## src/rtl/pt5_pkg.sv

```systemverilog
// Shared definitions for the base-3 trit packer/unpacker pair: trit codes,
// group size, byte range and the power-of-3 weight table.
package pt5_pkg;

  localparam logic [1:0] NEG     = 2'b00;
  localparam logic [1:0] ZERO    = 2'b01;
  localparam logic [1:0] POS     = 2'b10;
  localparam logic [1:0] ILLEGAL = 2'b11;

  localparam logic [1:0] PAD_CODE = ZERO;

  localparam int         PT5_TRITS    = 5;
  localparam logic [7:0] PT5_MAX_BYTE = 8'd242;

  localparam logic [7:0] PT5_WEIGHT [PT5_TRITS] = '{8'd1, 8'd3, 8'd9, 8'd27, 8'd81};

  // The illegal code carries the arithmetic weight of a zero trit.
  function automatic logic [1:0] pt5_legal(input logic [1:0] code);
    return (code == ILLEGAL) ? ZERO : code;
  endfunction

  // Contribution of pad trits in positions first..PT5_TRITS-1.
  function automatic logic [7:0] pt5_pad(input logic [2:0] first);
    logic [7:0] sum;
    sum = '0;
    for (int j = 0; j < PT5_TRITS; j++) begin
      if (j >= int'(first)) begin
        sum = sum + 8'(PT5_WEIGHT[j] * {6'd0, PAD_CODE});
      end
    end
    return sum;
  endfunction

endpackage

```

## src/rtl/pt5_packer_if.sv

```systemverilog
// Trit-in / byte-out stream bundle; master is the packer side, slave is the
// environment that supplies trits and consumes bytes.
interface pt5_packer_if;

  logic       s_valid;
  logic       s_ready;
  logic [1:0] s_trit;
  logic       s_last;
  logic       m_valid;
  logic       m_ready;
  logic [7:0] m_data;
  logic [2:0] m_count;
  logic       err;

  modport master (
    input  s_valid, s_trit, s_last, m_ready,
    output s_ready, m_valid, m_data, m_count, err
  );

  modport slave (
    output s_valid, s_trit, s_last, m_ready,
    input  s_ready, m_valid, m_data, m_count, err
  );

endinterface

```

## src/rtl/pt5_packer.sv

```systemverilog
// Packs up to five balanced trits into one byte (trit0 least significant).
// Define PT5_PACKER_CHECK_EN to get a sticky err flag on illegal trit codes.
module pt5_packer
  import pt5_pkg::*;
(
  input  logic          clk,
  input  logic          rst_n,
  pt5_packer_if.master  bus
);

  logic [2:0] r_idx;
  logic [7:0] r_acc;
  logic [7:0] r_w;
  logic       r_m_valid;
  logic [7:0] r_m_data;
  logic [2:0] r_m_count;

  logic       w_s_ready;
  logic       w_accept;
  logic       w_close;
  logic [1:0] w_code;
  logic [2:0] w_idx_inc;
  logic [7:0] w_sum;
  logic [7:0] w_byte;

  assign w_s_ready = !r_m_valid || bus.m_ready;
  assign w_accept  = bus.s_valid && w_s_ready;
  assign w_code    = pt5_legal(bus.s_trit);
  assign w_idx_inc = r_idx + 3'd1;
  assign w_close   = w_accept && (bus.s_last || (r_idx == 3'(PT5_TRITS - 1)));
  assign w_sum     = r_acc + 8'(r_w * {6'd0, w_code});
  // Positions after the closing trit take the pad code; zero when the group is full.
  assign w_byte    = w_sum + pt5_pad(w_idx_inc);

  always_ff @(posedge clk or negedge rst_n) begin
    if (!rst_n) begin
      r_idx <= '0;
      r_acc <= '0;
      r_w   <= 8'd1;
    end else if (w_accept) begin
      if (w_close) begin
        r_idx <= '0;
        r_acc <= '0;
        r_w   <= 8'd1;
      end else begin
        r_idx <= w_idx_inc;
        r_acc <= w_sum;
        r_w   <= 8'(r_w * 8'd3);
      end
    end
  end

  // A closing trit may load a new byte in the same cycle the old one leaves.
  always_ff @(posedge clk or negedge rst_n) begin
    if (!rst_n) begin
      r_m_valid <= 1'b0;
      r_m_data  <= '0;
      r_m_count <= '0;
    end else if (w_close) begin
      r_m_valid <= 1'b1;
      r_m_data  <= w_byte;
      r_m_count <= w_idx_inc;
    end else if (bus.m_ready) begin
      r_m_valid <= 1'b0;
    end
  end

`ifdef PT5_PACKER_CHECK_EN
  logic r_err;

  always_ff @(posedge clk or negedge rst_n) begin
    if (!rst_n) begin
      r_err <= 1'b0;
    end else if (w_accept && (bus.s_trit == ILLEGAL)) begin
      r_err <= 1'b1;
    end
  end

  assign bus.err = r_err;
`else
  assign bus.err = 1'b0;
`endif

  assign bus.s_ready = w_s_ready;
  assign bus.m_valid = r_m_valid;
  assign bus.m_data  = r_m_data;
  assign bus.m_count = r_m_count;

endmodule

```

## src/flat_wrapper.sv

```systemverilog
// flat-port wrapper written by rule: the top's interface ports become plain ports
module pt5_packer_flat import pt5_pkg::*;
  (clk, rst_n, bus_s_valid, bus_s_trit, bus_s_last, bus_m_ready, bus_s_ready, bus_m_valid, bus_m_data, bus_m_count, bus_err);
  pt5_packer_if bus_i ();
  input  logic clk;
  input  logic rst_n;
  input wire logic [$bits(bus_i.s_valid)-1:0] bus_s_valid;
  input wire logic [$bits(bus_i.s_trit)-1:0] bus_s_trit;
  input wire logic [$bits(bus_i.s_last)-1:0] bus_s_last;
  input wire logic [$bits(bus_i.m_ready)-1:0] bus_m_ready;
  output wire logic [$bits(bus_i.s_ready)-1:0] bus_s_ready;
  output wire logic [$bits(bus_i.m_valid)-1:0] bus_m_valid;
  output wire logic [$bits(bus_i.m_data)-1:0] bus_m_data;
  output wire logic [$bits(bus_i.m_count)-1:0] bus_m_count;
  output wire logic [$bits(bus_i.err)-1:0] bus_err;
  assign bus_i.s_valid = bus_s_valid;
  assign bus_i.s_trit = bus_s_trit;
  assign bus_i.s_last = bus_s_last;
  assign bus_i.m_ready = bus_m_ready;
  assign bus_s_ready = bus_i.s_ready;
  assign bus_m_valid = bus_i.m_valid;
  assign bus_m_data = bus_i.m_data;
  assign bus_m_count = bus_i.m_count;
  assign bus_err = bus_i.err;
  pt5_packer u_core (.clk(clk), .rst_n(rst_n), .bus(bus_i));
endmodule
```

## config.mk

```make
export PLATFORM = sky130hd
export DESIGN_NAME = pt5_packer_flat
export DESIGN_NICKNAME = d
export VERILOG_FILES = /design/src/rtl/pt5_pkg.sv /design/src/rtl/pt5_packer_if.sv /design/src/rtl/pt5_packer.sv /design/src/flat_wrapper.sv
export SDC_FILE = /design/constraint.sdc
export NUM_CORES = 1
export LEC_CHECK = 0
export ABC_AREA = 1
export CAP_MARGIN = 20
export CORE_ASPECT_RATIO = 0.6
export CORE_MARGIN = 2
export CORE_UTILIZATION = 40
export CTS_CLUSTER_DIAMETER = 50
export CTS_CLUSTER_SIZE = 16
export DETAILED_ROUTE_END_ITERATION = 16
export PLACE_DENSITY_LB_ADDON = 0.15
export SLEW_MARGIN = 40
export SYNTH_ARGS = -nofsm -noshare
export SYNTH_HDL_FRONTEND = slang
export SYNTH_SLANG_ARGS = --single-unit
```

## constraint.sdc

```tcl
create_clock -name clk -period 3.6 [get_ports clk]
set_clock_uncertainty 0.15 [all_clocks]
set_input_delay 0.72 -clock clk [delete_from_list [all_inputs] [get_ports clk]]
set_output_delay 0.72 -clock clk [all_outputs]
set_load 0.03 [all_outputs]
```

==> impl_metrics.py <==
# Generated from Yosys and OpenROAD reports
metrics = {
    "worst_setup_path": {
        "critPathTopFamily": "adder cells",
        "cp.arrival_ns": 3.49,
        "path_buffers": 5,
        "r2r_cells": 18,
    },
    "floorplanning": {
        "placementRows": 22,
        "die_area_mm2": 0.006879,
        "die_w_um": 105.8,
    },
    "finish": {
        "layout-drive-gt1-share_pct": 24.12,
        "nMultiInputCombCells": 226,
        "comb_area_mm2": 0.001627,
        "num-fill-cells": 581,
        "num-nonclk-inverters": 56,
    },
    "place": {
        "placedCellCount": 442,
        "hpwl_um": 4546,
    },
    "logic_synthesis": {
        "synthMostInstantiatedCell": "nand2_1",
        "area_leaders": "dfrtp_1, nand2_1, ha_1",
        "yosys-top-cells-count": "nand2_1, inv_1, dfrtp_1, ha_1, nand3_1",
        "yosysWarnings": 0,
    },
    "run": {
        "warning_count": 30,
    },
    "drt": {
        "wire_per_inst_um": 13.17,
        "wl_um": 5968,
        "drt_iter0_markers": 85,
    },
    "worst_hold_path": {
        "hold_start": "u_core.bus.m_data[2]",
        "hold_path_depth": 2,
    },
    "sta": {
        "rsz0062_at_grt": "true",
        "setup_viol": 0,
    },
    "power": {
        "p_sw_share_pct": 46.65,
        "comb_power_uw": 2150,
        "p_sw_uw": 1421,
    },
    "grt": {
        "gr-total-overflow": 0,
    },
    "clock_network": {
        "cts_buffer_depth": 2,
    },
    "run_status": {
        "status": "complete, no violations",
    },
}
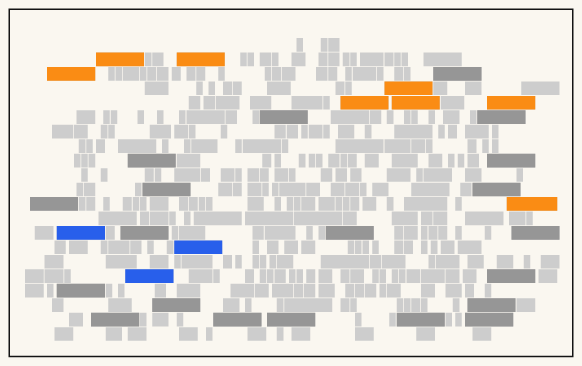
Figure 1: sequential cells grouped by signal name.
Other sequential cells in the stronger grey, the rest of the logic in the fainter grey.
- `u_core.r_w`: orange (sequential cells 8)
- `u_core.r_idx`: blue (sequential cells 3)
- not coloured: 20

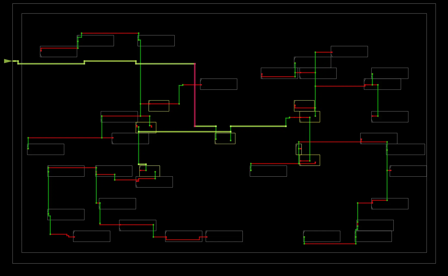
Figure 2: clock nets.
Latency at later pin: 0.28 ns
Num CTS Buffers: 5
registers: 31
clk pwr: 313 µW
Clock Sink Count: 31

Power and IR drop assume default switching activity.
